### src/rtl/date_edit_pkg.sv
// Shared types and BCD limits for the RTC date editor.
package date_edit_pkg;

  typedef enum logic [1:0] {
    IDLE,
    EDIT,
    COMMIT
  } state_t;

  typedef enum logic [1:0] {
    F_DAY,
    F_MON,
    F_YEAR
  } field_t;

  localparam int CUR_DAY  = 3;
  localparam int CUR_MON  = 4;
  localparam int CUR_YEAR = 5;

  localparam logic [7:0] DAY_MIN  = 8'h01;
  localparam logic [7:0] DAY_MAX  = 8'h31;
  localparam logic [7:0] MON_MIN  = 8'h01;
  localparam logic [7:0] MON_MAX  = 8'h12;
  localparam logic [7:0] YEAR_MIN = 8'h00;
  localparam logic [7:0] YEAR_MAX = 8'h99;

  localparam logic [0:11][7:0] DIM_TAB = {
    8'h31, 8'h28, 8'h31, 8'h30, 8'h31, 8'h30,
    8'h31, 8'h31, 8'h30, 8'h31, 8'h30, 8'h31
  };

  function automatic logic [7:0] days_in_month(
    input logic [7:0] m,
    input logic [4:0] ylo
  );
    logic [7:0] mb;
    logic       leap;
    logic [7:0] res;
    mb = {4'h0, m[7:4]} * 8'd10 + {4'h0, m[3:0]};
    // BCD year divisible by 4: even tens -> 0/4/8, odd tens -> 2/6
    leap = ylo[4] ? (ylo[3:0] == 4'd2 || ylo[3:0] == 4'd6)
                  : (ylo[3:0] == 4'd0 || ylo[3:0] == 4'd4 ||
                     ylo[3:0] == 4'd8);
    res = DAY_MAX;
    if (m[7:4] <= 4'd9 && m[3:0] <= 4'd9 &&
        mb >= 8'd1 && mb <= 8'd12) begin
      res = DIM_TAB[4'(mb - 8'd1)];
      if (mb == 8'd2 && leap) res = 8'h29;
    end
    return res;
  endfunction

endpackage

### src/rtl/date_edit_ctrl_if.sv
// RTC write port: edited date bytes plus req/ack/err handshake.
interface date_edit_ctrl_if;
  logic [7:0] fecha_out1;
  logic [7:0] fecha_out2;
  logic [7:0] fecha_out3;
  logic       wr_req;
  logic       wr_ack;
  logic       wr_err;

  modport master (
    output fecha_out1, fecha_out2, fecha_out3,
    output wr_req, wr_err,
    input  wr_ack
  );

  modport slave (
    input  fecha_out1, fecha_out2, fecha_out3,
    input  wr_req, wr_err,
    output wr_ack
  );
endinterface

### src/rtl/bcd_field_step.sv
// Packed-BCD inc/dec with min/max wrap; invalid input snaps to min/max.
module bcd_field_step (
  input  logic [7:0] val,
  input  logic [7:0] lo,
  input  logic [7:0] hi,
  input  logic       inc,
  output logic [7:0] res
);
  logic ok;

  assign ok = (val[7:4] <= 4'd9) && (val[3:0] <= 4'd9) &&
              (val >= lo) && (val <= hi);

  always_comb begin
    res = val;
    if (inc) begin
      if (!ok || val == hi)
        res = lo;
      else if (val[3:0] == 4'd9)
        res = {val[7:4] + 4'd1, 4'd0};
      else
        res = {val[7:4], val[3:0] + 4'd1};
    end else begin
      if (!ok || val == lo)
        res = hi;
      else if (val[3:0] == 4'd0)
        res = {val[7:4] - 4'd1, 4'd9};
      else
        res = {val[7:4], val[3:0] - 4'd1};
    end
  end
endmodule

### src/rtl/date_edit_ctrl.sv
// RTC date editor with req/ack commit. Optional day clamp to the
// month length is enabled by defining DATE_EDIT_DAYCLAMP_EN.
module date_edit_ctrl
  import date_edit_pkg::*;
#(
  parameter int ACK_TIMEOUT = 1023,
  parameter int CUR_FIRST   = CUR_DAY
) (
  input  logic             clk,
  input  logic             reset,
  input  logic             programar_on,
  input  logic             btn_up,
  input  logic             btn_down,
  input  logic             btn_left,
  input  logic             btn_right,
  input  logic [7:0]       fecha_in1,
  input  logic [7:0]       fecha_in2,
  input  logic [7:0]       fecha_in3,
  output logic [3:0]       direccion_actual_pantalla,
  output logic             edit_busy,
  date_edit_ctrl_if.master rtc
);
  localparam logic [15:0] TO_LAST = 16'(ACK_TIMEOUT - 1);

  state_t      state_q, state_n;
  field_t      cur_q, cur_n;
  logic [7:0]  day_q, mon_q, year_q;
  logic [7:0]  day_n, mon_n, year_n;
  logic [15:0] cnt_q, cnt_n;
  logic [3:0]  btn_q, btn_now, ev;
  logic        req_q, req_n, err_q, err_n, busy_q, busy_n;
  logic        ev_up, ev_dn, ev_l, ev_r, v_any, h_one;
  logic [7:0]  day_max;
  logic        clamp;
  logic [7:0]  s_val, s_lo, s_hi, s_res;

  assign btn_now = {btn_up, btn_down, btn_left, btn_right};
  assign ev      = btn_now & ~btn_q;
  assign ev_up   = ev[3];
  assign ev_dn   = ev[2];
  assign ev_l    = ev[1];
  assign ev_r    = ev[0];
  assign v_any   = ev_up | ev_dn;
  assign h_one   = (ev_l ^ ev_r) & ~v_any;

`ifdef DATE_EDIT_DAYCLAMP_EN
  assign day_max = days_in_month(mon_q, year_q[4:0]);
  assign clamp   = (day_q > day_max);
`else
  assign day_max = DAY_MAX;
  assign clamp   = 1'b0;
`endif

  always_comb begin
    s_val = year_q;
    s_lo  = YEAR_MIN;
    s_hi  = YEAR_MAX;
    unique case (cur_q)
      F_DAY: begin
        s_val = day_q;
        s_lo  = DAY_MIN;
        s_hi  = day_max;
      end
      F_MON: begin
        s_val = mon_q;
        s_lo  = MON_MIN;
        s_hi  = MON_MAX;
      end
      default: ;
    endcase
  end

  bcd_field_step u_step (
    .val (s_val),
    .lo  (s_lo),
    .hi  (s_hi),
    .inc (ev_up),
    .res (s_res)
  );

  always_comb begin
    state_n = state_q;
    cur_n   = cur_q;
    day_n   = day_q;
    mon_n   = mon_q;
    year_n  = year_q;
    cnt_n   = cnt_q;
    err_n   = 1'b0;
    unique case (state_q)
      IDLE: begin
        day_n  = fecha_in1;
        mon_n  = fecha_in2;
        year_n = fecha_in3;
        cur_n  = F_DAY;
        cnt_n  = '0;
        if (programar_on) state_n = EDIT;
      end
      EDIT: begin
        cnt_n = '0;
        if (!programar_on) begin
          // hold off the commit until a pending clamp lands
          if (!clamp) state_n = COMMIT;
        end else begin
          unique case (1'b1)
            v_any: begin
              if (ev_up ^ ev_dn) begin
                unique case (cur_q)
                  F_DAY:   day_n  = s_res;
                  F_MON:   mon_n  = s_res;
                  default: year_n = s_res;
                endcase
              end
            end
            h_one: begin
              unique case (cur_q)
                F_DAY:   cur_n = ev_r ? F_MON  : F_YEAR;
                F_MON:   cur_n = ev_r ? F_YEAR : F_DAY;
                default: cur_n = ev_r ? F_DAY  : F_MON;
              endcase
            end
            default: ;
          endcase
        end
        if (clamp) day_n = day_max;
      end
      COMMIT: begin
        if (rtc.wr_ack) begin
          state_n = IDLE;
        end else if (cnt_q == TO_LAST) begin
          state_n = IDLE;
          err_n   = 1'b1;
        end else begin
          cnt_n = cnt_q + 16'd1;
        end
      end
      default: state_n = IDLE;
    endcase
    req_n  = (state_n == COMMIT);
    busy_n = (state_n != IDLE);
  end

  always_ff @(posedge clk) begin
    if (!reset) begin
      state_q <= IDLE;
      cur_q   <= F_DAY;
      day_q   <= 8'h00;
      mon_q   <= 8'h00;
      year_q  <= 8'h00;
      cnt_q   <= '0;
      btn_q   <= '0;
      req_q   <= 1'b0;
      err_q   <= 1'b0;
      busy_q  <= 1'b0;
    end else begin
      state_q <= state_n;
      cur_q   <= cur_n;
      day_q   <= day_n;
      mon_q   <= mon_n;
      year_q  <= year_n;
      cnt_q   <= cnt_n;
      btn_q   <= btn_now;
      req_q   <= req_n;
      err_q   <= err_n;
      busy_q  <= busy_n;
    end
  end

  assign rtc.fecha_out1 = day_q;
  assign rtc.fecha_out2 = mon_q;
  assign rtc.fecha_out3 = year_q;
  assign rtc.wr_req     = req_q;
  assign rtc.wr_err     = err_q;
  assign edit_busy      = busy_q;
  assign direccion_actual_pantalla = 4'(CUR_FIRST) + {2'b00, cur_q};

endmodule

### src/flat_wrapper.sv
// flat-port wrapper written by rule: the top's interface ports become plain ports
module date_edit_ctrl_flat import date_edit_pkg::*;
#(
  parameter int ACK_TIMEOUT = 1023,
  parameter int CUR_FIRST   = CUR_DAY
)
  (clk, reset, programar_on, btn_up, btn_down, btn_left, btn_right, fecha_in1, fecha_in2, fecha_in3, direccion_actual_pantalla, edit_busy, rtc_fecha_out1, rtc_fecha_out2, rtc_fecha_out3, rtc_wr_req, rtc_wr_err, rtc_wr_ack);
  date_edit_ctrl_if rtc_i ();
  input  logic clk;
  input  logic reset;
  input  logic programar_on;
  input  logic btn_up;
  input  logic btn_down;
  input  logic btn_left;
  input  logic btn_right;
  input  logic [7:0] fecha_in1;
  input  logic [7:0] fecha_in2;
  input  logic [7:0] fecha_in3;
  output logic [3:0] direccion_actual_pantalla;
  output logic edit_busy;
  output wire logic [$bits(rtc_i.fecha_out1)-1:0] rtc_fecha_out1;
  output wire logic [$bits(rtc_i.fecha_out2)-1:0] rtc_fecha_out2;
  output wire logic [$bits(rtc_i.fecha_out3)-1:0] rtc_fecha_out3;
  output wire logic [$bits(rtc_i.wr_req)-1:0] rtc_wr_req;
  output wire logic [$bits(rtc_i.wr_err)-1:0] rtc_wr_err;
  input wire logic [$bits(rtc_i.wr_ack)-1:0] rtc_wr_ack;
  assign rtc_fecha_out1 = rtc_i.fecha_out1;
  assign rtc_fecha_out2 = rtc_i.fecha_out2;
  assign rtc_fecha_out3 = rtc_i.fecha_out3;
  assign rtc_wr_req = rtc_i.wr_req;
  assign rtc_wr_err = rtc_i.wr_err;
  assign rtc_i.wr_ack = rtc_wr_ack;
  date_edit_ctrl #(.ACK_TIMEOUT(ACK_TIMEOUT), .CUR_FIRST(CUR_FIRST)) u_core (.clk(clk), .reset(reset), .programar_on(programar_on), .btn_up(btn_up), .btn_down(btn_down), .btn_left(btn_left), .btn_right(btn_right), .fecha_in1(fecha_in1), .fecha_in2(fecha_in2), .fecha_in3(fecha_in3), .direccion_actual_pantalla(direccion_actual_pantalla), .edit_busy(edit_busy), .rtc(rtc_i));
endmodule
### config.mk
export PLATFORM = sky130hd
export DESIGN_NAME = date_edit_ctrl_flat
export DESIGN_NICKNAME = d
export VERILOG_FILES = /design/src/rtl/date_edit_pkg.sv /design/src/rtl/date_edit_ctrl_if.sv /design/src/rtl/bcd_field_step.sv /design/src/rtl/date_edit_ctrl.sv /design/src/flat_wrapper.sv
export SDC_FILE = /design/constraint.sdc
export NUM_CORES = 1
export LEC_CHECK = 0
export ABC_CLOCK_PERIOD_IN_PS = 6500
export CELL_PAD_IN_SITES_DETAIL_PLACEMENT = 0
export CELL_PAD_IN_SITES_GLOBAL_PLACEMENT = 1
export CORE_MARGIN = 1
export CORE_UTILIZATION = 43
export DETAILED_ROUTE_END_ITERATION = 8
export PLACE_DENSITY = 0.84
export SYNTH_ARGS = -nofsm -noshare
export SYNTH_HDL_FRONTEND = slang
export SYNTH_HIERARCHICAL = 1
export SYNTH_SLANG_ARGS = --single-unit
### constraint.sdc
create_clock -name clk -period 6.5 [get_ports clk]
set_input_delay 1.3 -clock clk [delete_from_list [all_inputs] [get_ports clk]]
set_output_delay 1.3 -clock clk [all_outputs]
set_load 0.01 [all_outputs]
==> notes.md <==
Implementation status.

- The detail route stage leaves a number of antenna-violating nets equal to 0.
- Signal routing reaches up to met4.
- The count of cells along the worst register-to-register path is 16.
- The first-pass GRT wire length is 16,000 µm.
- The area fraction in and, or, nand and nor cells is 0.219.
- The number of hold buffers added after cts is 0.
- On the final layout, the worst hold slack is 0.480 ns.
- Of the synthesized area, sequential elements account for 0.282.
- The instance count on the critical path is 16.
- The synthesized area per cell is 8.09 µm².
- 63 I/O pins were placed.
- The switching power of the nets is 271 µW.
- The slew at the pin closest to its max-slew limit is 1.24 ns.
- The fraction of met1 tracks used by global routing is 0.333.
- The parity-gate share of the synthesized area counting xor and xnor cells is 0.0242.
- The power of the combinational group is 268 µW.
- In the log, the iteration count for the first detailed-route pass is 5.
- Per the placement log, port buffering inserted 61 buffers.
- Per the synth stats, the flop cell with the highest instance count is sky130_fd_sc_hd__dfxtp_1.
- Along the critical path, the tally of buffer and inverter instances is 1.
- The mux cell area share after synthesis is 0.0335.
- The worst slack at placement is 1.70 ns.
- After synthesis the cells add up to 3620 µm².
- The clock network power share is 0.279.
- The worst voltage drop across the vdd grid is 143 µV.
- Endpoints with negative setup slack in the final report add up to 0.
- The cell count after synthesis came out at 448.
- The aggregate negative setup slack is 0 ns.
- The share of the synthesized area in the top cell type is 0.282.
- The layer carrying the most global-route usage is met2.
- The distinct cell type count after synthesis is 64.
- The count of state elements after synthesis is 51.
- The power share of the sequential group is 0.407.
- The critical path launch point is u_core/cur_q[0].
- The flow ran to the end, and the final reports show no timing, DRC or antenna violations.
- The delay of the slowest critical-path stage is 0.92 ns.
- The post-detailed-placement cell area is 4310 µm².
- TritonCTS built the clock tree.
- For this run, the number of standard cells in the final layout without fillers is 616.
- The highest achievable clock rate is 203 MHz.
- In the synthesized netlist, the cells that appear most often are sky130_fd_sc_hd__dfxtp_1, sky130_fd_sc_hd__a21oi_1, sky130_fd_sc_hd__nand2_1, sky130_fd_sc_hd__inv_1, sky130_fd_sc_hd__nor2_1.
- The global route stage reports its total congestion overflow as 0.
- The startpoint type of the worst setup path is a register.
- The initial utilization of the core area, before any placement, comes to 0.443.
- Setup repair after global routing left no endpoint under its margin.
- The routed length per instance is 16.1 µm.
- The critical path's slowest cell is sky130_fd_sc_hd__o22ai_1.
- The final RePlAce weighted congestion is 0.843.
- The worst setup path endpoint is u_core/rtc.fecha_out3[3].
- The launch point of the worst register-to-register path is recorded as u_core/cur_q[0].
- The endpoint required time on the critical path is 6.71 ns.
- The most frequent logic cell in the layout is sky130_fd_sc_hd__clkdlybuf4s50_1.
- The via count of the first global-routing pass is 3,158.
- The cell resize tally after clock tree synthesis is 0.
- The share of total power dissipated in combinational logic is 0.314.
- The endpoint type of the worst setup path is a register.
- Detailed routing placed a total of 436 µm of wire on met3.
- By instance count after routing, the leading logic cell types are sky130_fd_sc_hd__clkdlybuf4s50_1, sky130_fd_sc_hd__dfxtp_1, sky130_fd_sc_hd__a21oi_1.
- The arrival time reported for the critical path endpoint is 5.12 ns.
[flip-flops by register name, indices dropped and copies added, names as in the netlist]
signal / count
u_core/cnt_q: 16
u_core/rtc.fecha_out1: 8
u_core/rtc.fecha_out2: 8
u_core/rtc.fecha_out3: 8
u_core/btn_q: 4
u_core/cur_q: 2
u_core/state_q: 2
u_core/edit_busy: 1
u_core/rtc.wr_err: 1
u_core/rtc.wr_req: 1
[layout make-up]
cell class | instances | area (µm²)
clock buffer | 6 | 82.6
multi-input combinational | 356 | 2410
clock inverter | 2 | 38.8
fill | 805 | 3740
timing repair buffer | 63 | 626
tap | 105 | 131
sequential | 51 | 1020
inverter | 33 | 124
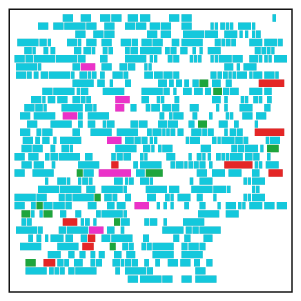
Fig. 1. Cells by drive strength.
Scale: 3 px per µm.
[drive 1 or less] cyan | cells: 481 | share: 94%
[drive 2] green | cells: 13 | share: 2.5%
[drive 3 to 4] red | cells: 9 | share: 1.8%
[drive 6 and up] magenta | cells: 8 | share: 1.6%
final design area excluding fillers: 4430 µm²
Area growth, synth to finish: 22.3%
Repair and plain buffers: 63
final worst-path setup slack: 1.59 ns

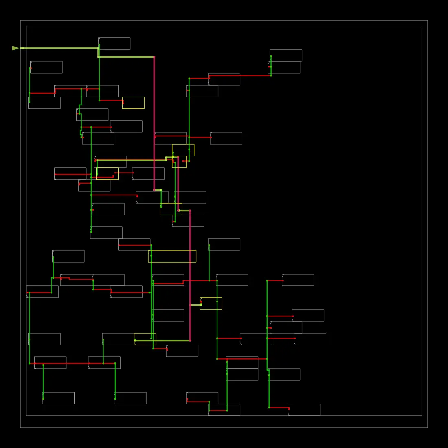
Fig. 2. Clock wiring as the flow saved it.
worst setup skew after layout: 0.00794 ns
clk_buf instances: 6

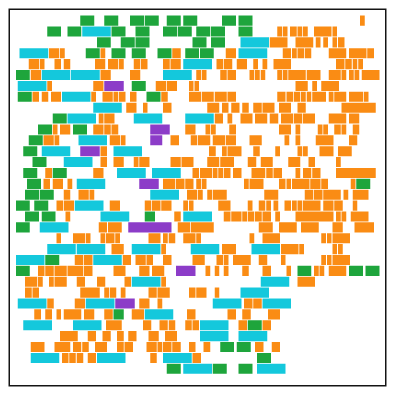
Fig. 3. Cell classes on the final placement.
Scale: 4 px per µm.
[clock drivers and dummy loads] purple | cells: 8 | share of their area: 2.8%
[all other logic] orange | cells: 389 | share of their area: 59%
[other buffers and delay cells] green | cells: 63 | share of their area: 15%
[flops] cyan | cells: 51 | share of their area: 24%
utilization after layout: 0.542
fraction of area in registers: 0.230
standard cell core area: 8180 µm²
# rows: 33

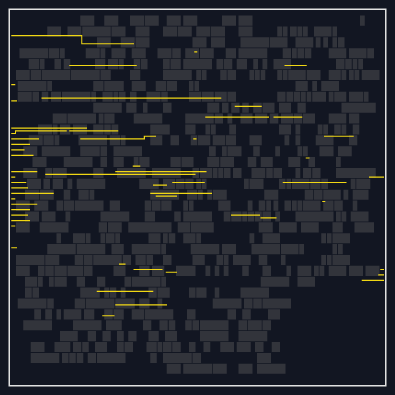
Fig. 4. The metal 3 layer.
Scale: 4 px per µm. Cells faint in the background.
longest straight run: 44.6 µm
main direction: horizontal
via count of the routed design: 3,469
met3 track demand over resource: 0.0324
total routed wirelength: 9890 µm

No activity file was given, so power comes from the tool's default toggle rates.
